### src/rtl/uart_cmd_pkg.sv
// Shared types and sizing helpers for the UART command link.
// UART_CMD_PARITY_EN selects 11-bit frames with an even-parity bit.
package uart_cmd_pkg;

   typedef enum logic [1:0] {
      IDLE,
      TX_BYTE,
      RSP
   } state_t;

`ifdef UART_CMD_PARITY_EN
   localparam int FRAME_BITS = 11;
`else
   localparam int FRAME_BITS = 10;
`endif

   function automatic int cnt_width(input int n);
      return (n < 2) ? 1 : $clog2(n);
   endfunction

endpackage

### src/rtl/uart_rx_core.sv
// Purpose: UART receiver (sync, start detect, mid-bit sampling, stop/parity check; UART_CMD_PARITY_EN).
// Latency: byte_vld/err_pls pulse two cycles plus half a bit after the stop bit begins.
// Backpressure: none; the consumer must take byte_dat on the byte_vld pulse.
module uart_rx_core
   import uart_cmd_pkg::*;
#(
   parameter int BAUD_DIV = 2604
) (
   input  logic       clk,
   input  logic       rst_n,
   input  logic       rx,
   output logic       byte_vld,
   output logic [7:0] byte_dat,
   output logic       err_pls
);

   localparam int CW = cnt_width(BAUD_DIV);
   localparam logic [CW-1:0] HALF_M1  = CW'(BAUD_DIV / 2 - 1);
   localparam logic [CW-1:0] FULL_M1  = CW'(BAUD_DIV - 1);
   localparam logic [3:0]    STOP_IDX = 4'(FRAME_BITS - 1);

   logic          rx_s1, rx_s2, rx_s3;
   logic          active;
   logic [CW-1:0] cnt;
   logic [3:0]    idx;
   logic [7:0]    shreg;
   logic          par_bad;
   logic          tick;

   assign tick     = active && (cnt == '0);
   assign byte_dat = shreg;

   always_ff @(posedge clk or negedge rst_n) begin
      if (!rst_n) begin
         rx_s1    <= 1'b1;
         rx_s2    <= 1'b1;
         rx_s3    <= 1'b1;
         active   <= 1'b0;
         cnt      <= '0;
         idx      <= '0;
         shreg    <= '0;
         par_bad  <= 1'b0;
         byte_vld <= 1'b0;
         err_pls  <= 1'b0;
      end else begin
         rx_s1    <= rx;
         rx_s2    <= rx_s1;
         rx_s3    <= rx_s2;
         byte_vld <= 1'b0;
         err_pls  <= 1'b0;
         if (!active) begin
            if (rx_s3 && !rx_s2) begin
               active  <= 1'b1;
               cnt     <= HALF_M1;
               idx     <= '0;
               par_bad <= 1'b0;
            end
         end else if (!tick) begin
            cnt <= cnt - 1'b1;
         end else begin
            cnt <= FULL_M1;
            idx <= idx + 4'd1;
            // A start bit that has gone high again by mid-bit is a glitch.
            if (idx == 4'd0) begin
               if (rx_s2) active <= 1'b0;
            end else if (idx <= 4'd8) begin
               shreg <= {rx_s2, shreg[7:1]};
            end else if (idx == STOP_IDX) begin
               active <= 1'b0;
               if (!rx_s2 || par_bad) err_pls  <= 1'b1;
               else                   byte_vld <= 1'b1;
            end
`ifdef UART_CMD_PARITY_EN
            else begin
               par_bad <= (^shreg) ^ rx_s2;
            end
`endif
         end
      end
   end

endmodule

### src/rtl/uart_cmd_link.sv
// Purpose: UART command master, sends CMD_BYTES then collects RSP_BYTES under timeout (UART_CMD_PARITY_EN).
// Latency: TX start bit the cycle after an accepted snd_cmd; resp_rdy at the last byte's mid-stop sample.
// Backpressure: snd_cmd is dropped while busy; resp_rdy held until clr_resp_rdy or the next command.
module uart_cmd_link
   import uart_cmd_pkg::*;
#(
   parameter int BAUD_DIV    = 2604,
   parameter int CMD_BYTES   = 3,
   parameter int RSP_BYTES   = 1,
   parameter int TIMEOUT_CYC = 1048576
) (
   input  logic                                          clk,
   input  logic                                          rst_n,
   input  logic                                          snd_cmd,
   input  logic [8*CMD_BYTES-1:0]                        cmd,
   input  logic                                          RX,
   input  logic                                          clr_resp_rdy,
   output logic                                          TX,
   output logic                                          busy,
   output logic [((RSP_BYTES > 0) ? 8*RSP_BYTES : 8)-1:0] resp,
   output logic                                          resp_rdy,
   output logic                                          timeout,
   output logic                                          frm_err
);

   localparam int CW = cnt_width(BAUD_DIV);
   localparam int TW = cnt_width(TIMEOUT_CYC);
   localparam int RW = (RSP_BYTES > 0) ? 8*RSP_BYTES : 8;
   localparam logic [CW-1:0] FULL_M1  = CW'(BAUD_DIV - 1);
   localparam logic [TW-1:0] TMO_LAST = TW'(TIMEOUT_CYC - 1);
   localparam logic [3:0]    STOP_IDX = 4'(FRAME_BITS - 1);
   localparam logic [3:0]    CMD_LAST = 4'(CMD_BYTES - 1);
   localparam logic [3:0]    RSP_LAST = 4'((RSP_BYTES > 0) ? RSP_BYTES - 1 : 0);

   state_t                 state_q, state_d;
   logic [CW-1:0]          bcnt;
   logic [3:0]             bit_idx, byte_idx, rsp_idx;
   logic [8*CMD_BYTES-1:0] cmd_sr;
   logic [TW-1:0]          tmo_cnt;
   logic [7:0]             top_byte;
   logic                   accept, bit_end, rsp_take, rsp_done, tmo_fire, tx_bit;
   logic                   rx_vld, rx_err;
   logic [7:0]             rx_dat;

   uart_rx_core #(.BAUD_DIV(BAUD_DIV)) u_rx (
      .clk      (clk),
      .rst_n    (rst_n),
      .rx       (RX),
      .byte_vld (rx_vld),
      .byte_dat (rx_dat),
      .err_pls  (rx_err)
   );

   assign top_byte = cmd_sr[8*CMD_BYTES-1 -: 8];
   assign busy     = (state_q != IDLE);
   assign TX       = tx_bit;

   always_ff @(posedge clk or negedge rst_n) begin
      if (!rst_n) state_q <= IDLE;
      else        state_q <= state_d;
   end

   always_comb begin
      state_d  = state_q;
      accept   = 1'b0;
      bit_end  = 1'b0;
      rsp_take = 1'b0;
      rsp_done = 1'b0;
      tmo_fire = 1'b0;
      case (state_q)
         IDLE: begin
            if (snd_cmd) begin
               accept  = 1'b1;
               state_d = TX_BYTE;
            end
         end
         TX_BYTE: begin
            bit_end = (bcnt == FULL_M1);
            if (bit_end && bit_idx == STOP_IDX && byte_idx == CMD_LAST)
               state_d = (RSP_BYTES > 0) ? RSP : IDLE;
         end
         RSP: begin
            rsp_take = rx_vld;
            if (rx_vld) begin
               if (rsp_idx == RSP_LAST) begin
                  rsp_done = 1'b1;
                  state_d  = IDLE;
               end
            end else if (tmo_cnt == TMO_LAST) begin
               tmo_fire = 1'b1;
               state_d  = IDLE;
            end
         end
         default: state_d = IDLE;
      endcase
   end

   // Serial line is a pure function of the frame position, so reset forces it high at once.
   always_comb begin
      tx_bit = 1'b1;
      if (state_q == TX_BYTE) begin
         if (bit_idx == 4'd0)       tx_bit = 1'b0;
         else if (bit_idx <= 4'd8)  tx_bit = top_byte[3'(bit_idx - 4'd1)];
`ifdef UART_CMD_PARITY_EN
         else if (bit_idx == 4'd9)  tx_bit = ^top_byte;
`endif
      end
   end

   always_ff @(posedge clk or negedge rst_n) begin
      if (!rst_n) begin
         bcnt     <= '0;
         bit_idx  <= '0;
         byte_idx <= '0;
         rsp_idx  <= '0;
         cmd_sr   <= '0;
         tmo_cnt  <= '0;
         resp     <= '0;
         resp_rdy <= 1'b0;
         timeout  <= 1'b0;
         frm_err  <= 1'b0;
      end else begin
         if (accept) begin
            cmd_sr   <= cmd;
            bcnt     <= '0;
            bit_idx  <= '0;
            byte_idx <= '0;
            timeout  <= 1'b0;
            frm_err  <= 1'b0;
         end
         if (state_q == TX_BYTE) begin
            if (!bit_end) begin
               bcnt <= bcnt + 1'b1;
            end else begin
               bcnt <= '0;
               if (bit_idx == STOP_IDX) begin
                  bit_idx  <= '0;
                  byte_idx <= byte_idx + 4'd1;
                  cmd_sr   <= cmd_sr << 8;
               end else begin
                  bit_idx <= bit_idx + 4'd1;
               end
            end
         end
         // Timeout window restarts on RSP entry and on every accepted byte.
         if (state_q != RSP) begin
            tmo_cnt <= '0;
            rsp_idx <= '0;
         end else if (rsp_take) begin
            tmo_cnt <= '0;
            rsp_idx <= rsp_idx + 4'd1;
            resp    <= RW'({resp, rx_dat});
         end else begin
            tmo_cnt <= tmo_cnt + 1'b1;
         end
         if (tmo_fire) timeout <= 1'b1;
         if (state_q == RSP && rx_err) frm_err <= 1'b1;
         if (rsp_done)                       resp_rdy <= 1'b1;
         else if (clr_resp_rdy || accept)    resp_rdy <= 1'b0;
      end
   end

endmodule
### config.mk
export PLATFORM = sky130hd
export DESIGN_NAME = uart_cmd_link
export DESIGN_NICKNAME = d
export VERILOG_FILES = /design/src/rtl/uart_cmd_pkg.sv /design/src/rtl/uart_rx_core.sv /design/src/rtl/uart_cmd_link.sv
export SDC_FILE = /design/constraint.sdc
export NUM_CORES = 1
export LEC_CHECK = 0
export ABC_AREA = 1
export CAP_MARGIN = 10
export CORE_ASPECT_RATIO = 0.8
export CORE_UTILIZATION = 55
export CTS_CLUSTER_SIZE = 30
export DETAILED_ROUTE_END_ITERATION = 7
export PLACE_DENSITY_LB_ADDON = 0.2
export SETUP_SLACK_MARGIN = 0.15
export SLEW_MARGIN = 20
export SYNTH_ARGS = -nofsm -noshare
export SYNTH_HDL_FRONTEND = slang
export SYNTH_SLANG_ARGS = --single-unit
### constraint.sdc
create_clock -name clk -period 1.8 [get_ports clk]
set_input_delay 0.36 -clock clk [delete_from_list [all_inputs] [get_ports clk]]
set_output_delay 0.36 -clock clk [all_outputs]
set_load 0.005 [all_outputs]
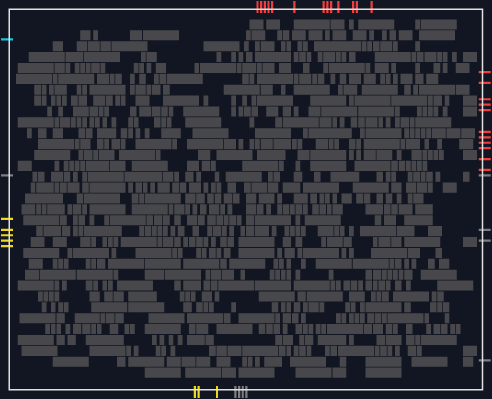
**Above:** run 1 (pin map).
(4 px per um) Pins as bars across the die edge, other pins in grey.
- yellow: resp (pins 8; direction output; edge 5 left, 3 bottom)
- cyan: clk (pins 1; direction input; edge left)
- red: cmd (pins 24; direction input; edge 13 top, 11 right)

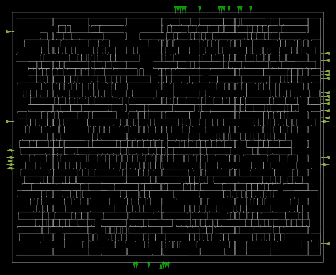
**Above:** run 1 (cell placement).
number of placement rows: 33
FILL cells: 820
Finished Core Util: 69.03%
fraction of standard cell area that is sequential: 38.89%
number of sequential storage elements: 111

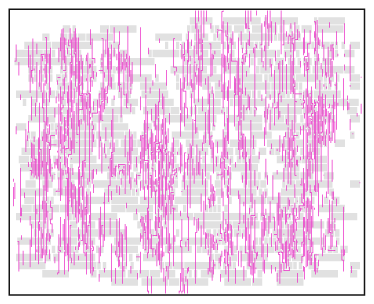
**Above:** run 1 (the metal 2 layer).
(3 px per um) Cells faint in the background.
- main direction: vertical
- longest straight run: 38.7 um
- nets with wire on the layer: 677

==> flow_summary.json, run 1 <==
{
  "run_status": "finished, violations left",
  "failed_checks": "negative setup slack",
  "setup_ws_final_ns": -0.1682,
  "initCoreUtil_pct": 57.04,
  "finalHoldViolCount": 0,
  "globalplace.congestion": 0.8727,
  "timing.final.max_slew_violations": 0,
  "worstSetupEndpointType": "output pin",
  "critical_path.reg2reg.startpoint": "bit_idx[1]",
  "vdd_drop_max_uv": 729.5,
  "design_area_um2": 7154,
  "worstPathArrival_ns": 1.61,
  "hold_ws_ns": 0.3832,
  "htreeDepth": 3,
  "die_width_um": 117.9,
  "clock_tree.buffer_depth": 2,
  "maximum_fanout_count_along_the_critical_path": 4,
  "synth-area-yosys_um2": 5912,
  "insertion_delay_ns": 0.34,
  "synth_warnings": 0,
  "finalCriticalPeriod_ns": 1.968,
  "cellLeakagePower_uw": 0.003406,
  "comb_cell_power_uw": 2430,
  "critical_path_startpoint": "bit_idx[0]",
  "dpl-instance-area_um2": 6569,
  "tritoncts_num_sinks": 111,
  "post-place-ws_ns": -0.2137,
  "criticalPathCategory": "flip-flop to output pin",
  "antenna_cells": 0,
  "enable_flop_cells": 0,
  "layout-area-overhead-vs-synth_pct": 21.02,
  "holdCritPathClass": "flip-flop to flip-flop",
  "reg2reg_slack_ns": 0.18,
  "yosys_cell_types": 38,
  "power.combinational.fraction_pct": 30.5,
  "cellInternalPower_uw": 5270,
  "grt_overflow_total": 0,
  "syn_avg_cell_area_um2": 7.904,
  "max_freq_mhz": 508.1,
  "synth_stat.cells": 748,
  "design.die.area_um2": 11170,
  "core_region_area_um2": 10360,
  "setup-violations-final": 1,
  "buffer_ports.inserted": 41,
  "logic_area_um2": 2726,
  "grt_pass1_vias": 4772,
  "io_pins": 42,
  "tightest_slew_ns": 0.4761,
  "cts_inserted_buffers": 9,
  "post_cts_hold_buffer_count": 1,
  "cp-start-kind": "flip-flop",
  "final-seq-area_um2": 2783,
  "p_clk_uw": 2050,
  "asyncSetResetFlopFracSynth_pct": 100.0,
  "powerDensity_nw_per_um2": 1115,
  "primary_flip_flop_cell_chosen_by_synthesis_mapping": "dfrtp_1",
  "global_routing_usage_summed_across_all_routing_layers_pct": 24.56,
  "worst_clock_skew_ns": 0.007176,
  "synth_flops": 111,
  "finalCritPeriodShare_pct": 109.3,
  "ctsResizeCount": 21,
  "initial_antenna_violation_count": 0,
  "syn_nets": 792,
  "detailedPlacementHpwl_mm": 8.825,
  "floorplan_die_height_um": 94.73,
  "average_wire_length_per_cell_after_detail_routing_um": 13.52,
  "drt.antenna.violating_nets": 0,
  "post_cts.repair.setup_buffers": 5,
  "ys_seq_share_pct": 47.05,
  "synth.cell_area_um2": 5912
}
## run 1: per-stage QoR
stage	utilization (%)	std cells	power (uW)
finish	69.03	961	7974
detailed placement	63.38	928	5719
floorplan	-	748	5081
CTS	67.56	951	7870
global route	69.03	961	8545
global placement	63.38	928	5604
## run 1: area by class of cell
class	instances	share of cell area, %
multi-input combinational	517	38.11
timing repair inverter	1	0.06995
tap	140	2.448
timing repair buffer	75	10.67
clock buffer	13	3.778
sequential	111	38.89
clock inverter	3	0.5596
inverter	101	5.474
## run 1: synth_stat cells, types with 2 or more instances
master    count  area (um2)
clkinv_1      2       7.510
dfrtp_1     108        2703
nand2_1     222       833.3
inv_2         4       15.01
nor2_4        3       33.78
nand3b_1      3       22.52
o21a_1        2       15.01
nand2_2       6       37.54
nor3_1       11       55.05
buf_2         9       45.04
nand3_2       2       20.02
o21ai_0      50       250.2
buf_6         6       67.56
dfstp_2       3       78.83
xor2_1        8       70.07
ha_1         15       187.7
nand4_1      16       100.1
a31oi_1       3       18.77
a21oi_1      13       65.06
xnor2_1       8       70.07
nand3_1      53       265.3
o21bai_1      2       15.01
inv_1        95       356.6
clkbuf_1      5       18.77
nor2_1       54       202.7
nor2_2        5       31.28
o21ai_2      18       157.7
o211ai_1      4       30.03
o22ai_1       5       31.28
o21ai_1       5       25.02
## run 1: metal layers
layer / GRT usage [%] / vias to the layer above / wire length [um]
met5: 0 / - / 0
met4: 7.158 / 0 / 170
met3: 4.710 / 15 / 485
met2: 41.03 / 118 / 6319
met1: 32.85 / 2367 / 6022
li1: - / 2530 / -
## run 1: cells by family after synthesis
| kind of cell | count (synthesis) | share of synthesized area, % |
|---|---|---|
| flops | 111 | 47.05 |
| compound gates | 105 | 10.69 |
| xor+xnor | 16 | 2.370 |
| simple gates | 380 | 28.08 |
| fa+ha+maj | 15 | 3.175 |
| buf+inv | 121 | 8.635 |
## run 1: layout by cell type (no fill, tap or decap), types with 12 or more instances in the layout
master,count
o21ai_0,47
nor2_2,12
nor2_1,46
clkdlybuf4s50_1,38
inv_1,88
o21ai_2,20
a21oi_1,13
buf_4,24
ha_1,12
nand4_1,16
nand2_1,218
nand3_1,50
dfrtp_1,107
## run 1: sequential cells by signal, summed over array words and instances (netlist names)
name,cells
rsp_idx,4
tmo_cnt,20
cmd_sr,24
u_rx.cnt,12
byte_idx,4
u_rx.err_pls,1
resp,8
bcnt,12
u_rx.rx_s2,1
u_rx.byte_vld,1
u_rx.active,1
u_rx.rx_s1,1
bit_idx,4
u_rx.rx_s3,1
frm_err,1
u_rx.byte_dat,8
resp_rdy,1
u_rx.idx,4
state_q,2
timeout,1
## run 1: critical path, stage by stage, from the launching register on
cell and delay (ns):
dfrtp_1 0.38, inv_2 0.07, ha_4 0.29, nand3_2 0.08
o21ai_2 0.08, nor2_1 0.06, o21ai_1 0.13, nand2_1 0.06
buf_2 0.12
## run 1: path summary, 6_finish.rpt
kind | endpoint | cells past startpoint
hold reg to reg | u_rx.rx_s2 | 0
setup / recovery | TX | 8
max in group asynchronous | u_rx.rx_s3 | 3
min in group asynchronous | tmo_cnt[17] | 2
hold / removal | u_rx.rx_s2 | 0
setup reg to reg | cmd_sr[1] | 9
**Run 1: wiring by layer**

(3 px per um) Two of the layers only.
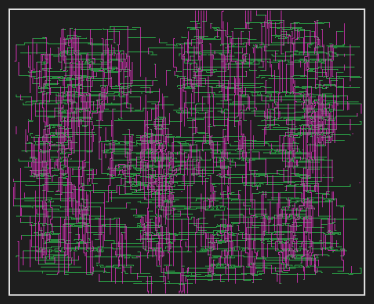

==> inputs of run 2 (changes only) <==
- CORE_MARGIN: not set -> 2
- MAX_ROUTING_LAYER: not set -> met4
- PLACE_DENSITY: not set -> 0.77
- PLACE_DENSITY_LB_ADDON: 0.2 -> not set
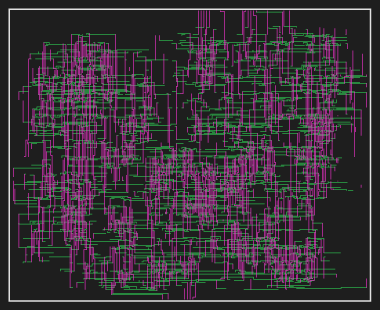
**Above:** run 2 (wiring by layer).
(3 px per um) Two of the layers only.
- magenta: metal 2 (wire length 6690 um)
- green: metal 1 (wire length 6120 um)

==> flow_summary.json, run 2 <==
{
  "holdCritPathClass": "flip-flop to flip-flop",
  "layout-area-overhead-vs-synth_pct": 21.88,
  "worstSetupEndpointType": "output pin",
  "timing.reg2reg.worst_path_depth": 8,
  "powerDensity_nw_per_um2": 1122,
  "syn_nets": 792,
  "run_status": "finished, violations left",
  "drt.antenna.violating_nets": 0,
  "hold-path-cell-count": 0,
  "insertion_delay_ns": 0.35,
  "final_common_cell": "nand2_1",
  "finalCritPeriodShare_pct": 107.7,
  "top_cell": "nand2_1",
  "syn_avg_cell_area_um2": 7.904,
  "vdd_drop_max_uv": 693.3,
  "grt_pass1_vias": 4987,
  "setup_ws_final_ns": -0.1379,
  "die_width_um": 119.9,
  "synth.cell_area_um2": 5912,
  "finalHoldViolCount": 0,
  "core_region_area_um2": 10360,
  "ys_top_cells_by_area": "dfrtp_1 46%, nand2_1 14%, inv_1 6.0%",
  "final_cell_count_no_fill": 962,
  "critPathSlowestCell": "dfrtp_1",
  "critical_path.max_stage_delay_ns": 0.40,
  "placementRows": 33,
  "worst_clock_skew_ns": 0.008940,
  "synth_stat.cells": 748,
  "setup-violations-final": 1,
  "failed_checks": "negative setup slack",
  "globalplace.congestion": 0.8833,
  "largest_register_ffs": 24,
  "enable_flop_cells": 0,
  "criticalPathCategory": "flip-flop to output pin",
  "most_frequent_cells_in_the_layout": "214 x nand2_1, 106 x dfrtp_1, 90 x inv_1, 46 x nor2_1"
}
-- run 2: critical path, delay by kind of cell, from the launching register on --
family / cells / cell delay, ns
AOI/OAI and AO/OA: 1 / 0.09
and+or+nand+nor: 3 / 0.27
adders and majority gates: 1 / 0.22
DFF: 1 / 0.40
buffers and inverters: 3 / 0.26
-- run 2: repair_timing --
| item | in CTS | in global routing |
|---|---|---|
| resized | 14 | 50 |
| hold endpoints to repair | 29 | 0 |
| setup endpoints to repair | 22 | 59 |
| hold buffers | 1 | 0 |
| pin swaps | 1 | 23 |
| cloned | 1 | 2 |
| buffers inserted | 2 | 11 |
-- run 2: final timing paths --
kind | end | startpoint | slack, ns
setup / recovery | TX | bit_idx[0] | -0.14
hold / removal | u_rx.rx_s2 | u_rx.rx_s1 | 0.36
setup reg to reg | u_rx.byte_dat[0] | u_rx.cnt[0] | 0.08
hold reg to reg | u_rx.rx_s2 | u_rx.rx_s1 | 0.36
max in group asynchronous | u_rx.idx[1] | rst_n | 0.67
min in group asynchronous | rsp_idx[0] | rst_n | 0.56
-- run 2: per-stage QoR --
step           hold WS, ns  setup slack, ns  cell area [um2]  total power (uW)
3_3_place_gp        0.3456          -0.1171             6564              5588
3_5_place_dp        0.3539          -0.2158             6564              5729
4_1_cts             0.3619          -0.1361             6960              7943
5_1_grt             0.3710          -0.2401             7206              8627
6_report            0.3584          -0.1379             7206              8088
2_1_floorplan      0.06441           0.1739             5914              5081
-- run 2: cell type report --
class / instances / area [um2]
fillers: 796 / 3158
inverters: 101 / 389.1
repair buffers: 77 / 765.7
multi-input cells: 516 / 2771
flip-flops and latches: 111 / 2784
repair inverters: 1 / 5.005
clock buffers: 11 / 232.7
well taps: 140 / 175.2
clock inverters: 5 / 82.58
-- run 2: cells by family (layout without fill, tap and decap cells) --
kind of cell / Yosys count / count (layout) / synth area share, %
flops: 111 / 111 / 47.05
buf+inv: 121 / 195 / 8.635
simple gates: 380 / 380 / 28.08
fa+ha+maj: 15 / 15 / 3.175
xor+xnor: 16 / 16 / 2.370
compound gates: 105 / 105 / 10.69
-- run 2: routing by layer --
layer  track usage (%)  wire length [um]  vias to the layer above
met3             5.425               747                       35
met4             7.692               292                        0
li1                  -                 -                     2516
met5                 -                 0                        -
met2             39.07              6689                      179
met1             33.20              6124                     2472
-- run 2: power by group --
part	leakage [uW]	internal, uW	switching, uW
clock network	0.000154	1220	896
logic	0.00181	998	1470
registers	0.00145	3070	428
total	0.00342	5290	2800
**Run 2: close-up of the layout**

Window x 40 to 80, y 28 to 68 um. Cells in grey, sequential cells in the stronger grey; small squares are vias.
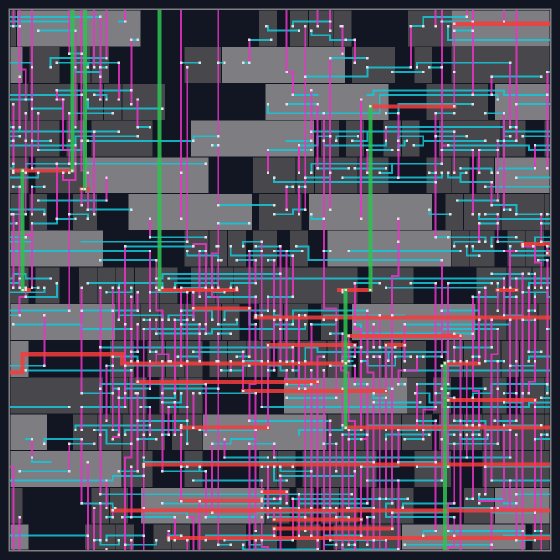

==> inputs of run 3 (changes only) <==
- GPL_TIMING_DRIVEN: not set -> 0
- PLACE_DENSITY: 0.77 -> 0.75
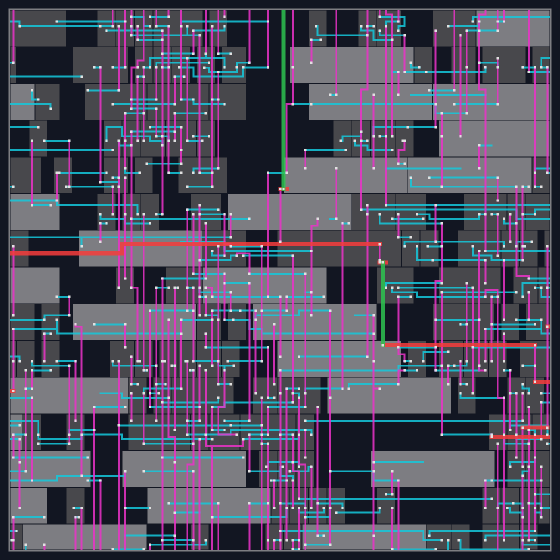
**Above:** run 3 (close-up of the layout).
Window x 40 to 80, y 28 to 68 um. Cells in grey, sequential cells in the stronger grey; small squares are vias.
- cyan: metal 1
- red: metal 3
- green: metal 4
- magenta: metal 2
- sequential cells in the window: 21
- most frequent: nand2_1 (37), inv_1 (23), dfrtp_1 (21)
- netlist names of flops here include: cmd_sr (6), rsp_idx (4), byte_idx (3)
- cells with their middle in the window: 138

==> flow_summary.json, run 3 <==
{
  "timing.critical_path.max_delay_family": "flip-flops",
  "setup_ws_final_ns": -0.2206,
  "cells_along_the_critical_path": "buf_6, inv_6, ha_4, nand3_2, o21ai_2, nor2_1, o21ai_1, nand2_1, buf_2",
  "critical_path_required_ns": 1.44,
  "timing.reg2reg.worst_path_depth": 8,
  "average_wire_length_per_cell_after_detail_routing_um": 13.42,
  "clock_tree.buffer_depth": 2,
  "hold-path-cell-count": 0,
  "worstHoldEndpoint": "u_rx.rx_s2",
  "ys_top_cells_by_area": "dfrtp_1 46%, nand2_1 14%, inv_1 6.0%",
  "synth.cell_area_um2": 5912,
  "syn_avg_cell_area_um2": 7.904,
  "setup-violations-final": 1,
  "holdCritPathClass": "flip-flop to flip-flop",
  "failed_checks": "negative setup slack",
  "criticalPathCategory": "flip-flop to output pin",
  "top_cell": "nand2_1",
  "reg2reg_slack_ns": 0.11,
  "final.fill_count": 813,
  "reg2reg_end": "u_rx.byte_dat[1]",
  "syn_nets": 792,
  "worstSetupEndpointType": "output pin",
  "finalCritPeriodShare_pct": 112.3,
  "globalplace.congestion": 0.8930,
  "core_region_area_um2": 10360,
  "die_width_um": 119.9,
  "finalPower_uw": 7807,
  "drt.antenna.violating_nets": 0,
  "wire_length_of_the_first_global_routing_pass_mm": 21.98,
  "post-place-ws_ns": -0.3749,
  "run_status": "finished, violations left",
  "worstHoldStart": "u_rx.rx_s1",
  "synth_stat.cells": 748,
  "share_of_post_route_cells_with_drive_strength_above_1_pct": 14.89,
  "placementRows": 33,
  "critical_path.max_stage_delay_ns": 0.37,
  "worst-path-buf-inv": 3,
  "final_common_cell": "nand2_1",
  "grt_pass1_vias": 4941,
  "drt_pre_antenna_iters": 5,
  "critical_path.reg2reg.startpoint": "u_rx.cnt[0]",
  "critPathSlowestCell": "dfrtp_1",
  "hold_ws_ns": 0.3568,
  "layout-area-overhead-vs-synth_pct": 20.61,
  "finalHoldViolCount": 0,
  "worst_clock_skew_ns": 0.005743,
  "enable_flop_cells": 0,
  "insertion_delay_ns": 0.35,
  "powerDensity_nw_per_um2": 1095
}
[run 3: worst reg2reg max path: stages (launching register included)]
cell	delay (ns)
dfrtp_1	0.42
inv_2	0.10
ha_4	0.12
nand4_1	0.17
nor3_4	0.33
buf_6	0.17
nand3_4	0.12
nand2_1	0.09
nand2_1	0.06
[run 3: layer usage]
layer	routed length [um]	part of all wire (%)	track usage (%)
met1	5848	45	31.21
met3	547	4.2	4.481
met2	6387	49	37.76
met4	175	1.4	6.968
met5	0	0	-
[run 3: worst max-delay path by stage]
stage                        endpoint        from  slack [ns]  cells after the start
after floorplan                    TX  bit_idx[0]        0.17                      7
after global placement    u_rx.cnt[0]       rst_n       -3.80                      1
final                              TX  bit_idx[0]       -0.22                      9
after global routing               TX  bit_idx[0]       -0.30                      9
after CTS                          TX  bit_idx[0]       -0.19                      9
after detailed placement           TX  bit_idx[0]       -0.37                      9
[run 3: per-stage QoR]
step	area (um2)	instances	utilization (%)	setup TNS (ns)
final	7131	966	68.80	-0.2206
after detailed placement	6529	930	63.00	-0.4484
after global routing	7131	966	68.80	-0.3018
after floorplan	5914	748	-	0
after global placement	6500	929	62.72	-417.45
after CTS	6899	955	66.57	-0.1938
[run 3: power by group]
part,switching [uW],internal [uW]
clock network,902,976
logic,1420,1030
registers,414,3070
total,2730,5070
[run 3: kinds of logic (layout without fill, tap and decap cells)]
logic type	after synthesis	count (layout)	synth area share, %
buffers and inverters	121	199	8.635
and+or+nand+nor	380	380	28.08
xor gates and xnor gates	16	16	2.370
DFF	111	111	47.05
AOI/OAI and AO/OA	105	105	10.69
adders and majority gates	15	15	3.175
[run 3: final cells by class]
type                    instances  area (um2)  share of cell area, %
plain buffers                  20       157.7                  2.211
clock buffers                  11       242.7                  3.404
clock inverters                 5       33.78                 0.4738
inverters                     101       387.9                  5.440
multi-input cells             516        2749                  38.55
flip-flops and latches        111        2783                  39.02
well taps                     140       175.2                  2.457
repair buffers                 61       596.8                  8.370
repair inverters                1       5.005                0.07019
[run 3: timing repair]
item	4_1_cts	5_1_grt
endpoints found under the hold margin	29	0
endpoints found under the setup margin	34	69
setup buffers	8	9
gates cloned	0	2
pin swaps	2	16
gates resized	15	45
hold buffers	1	0
Power and IR drop assume default switching activity.
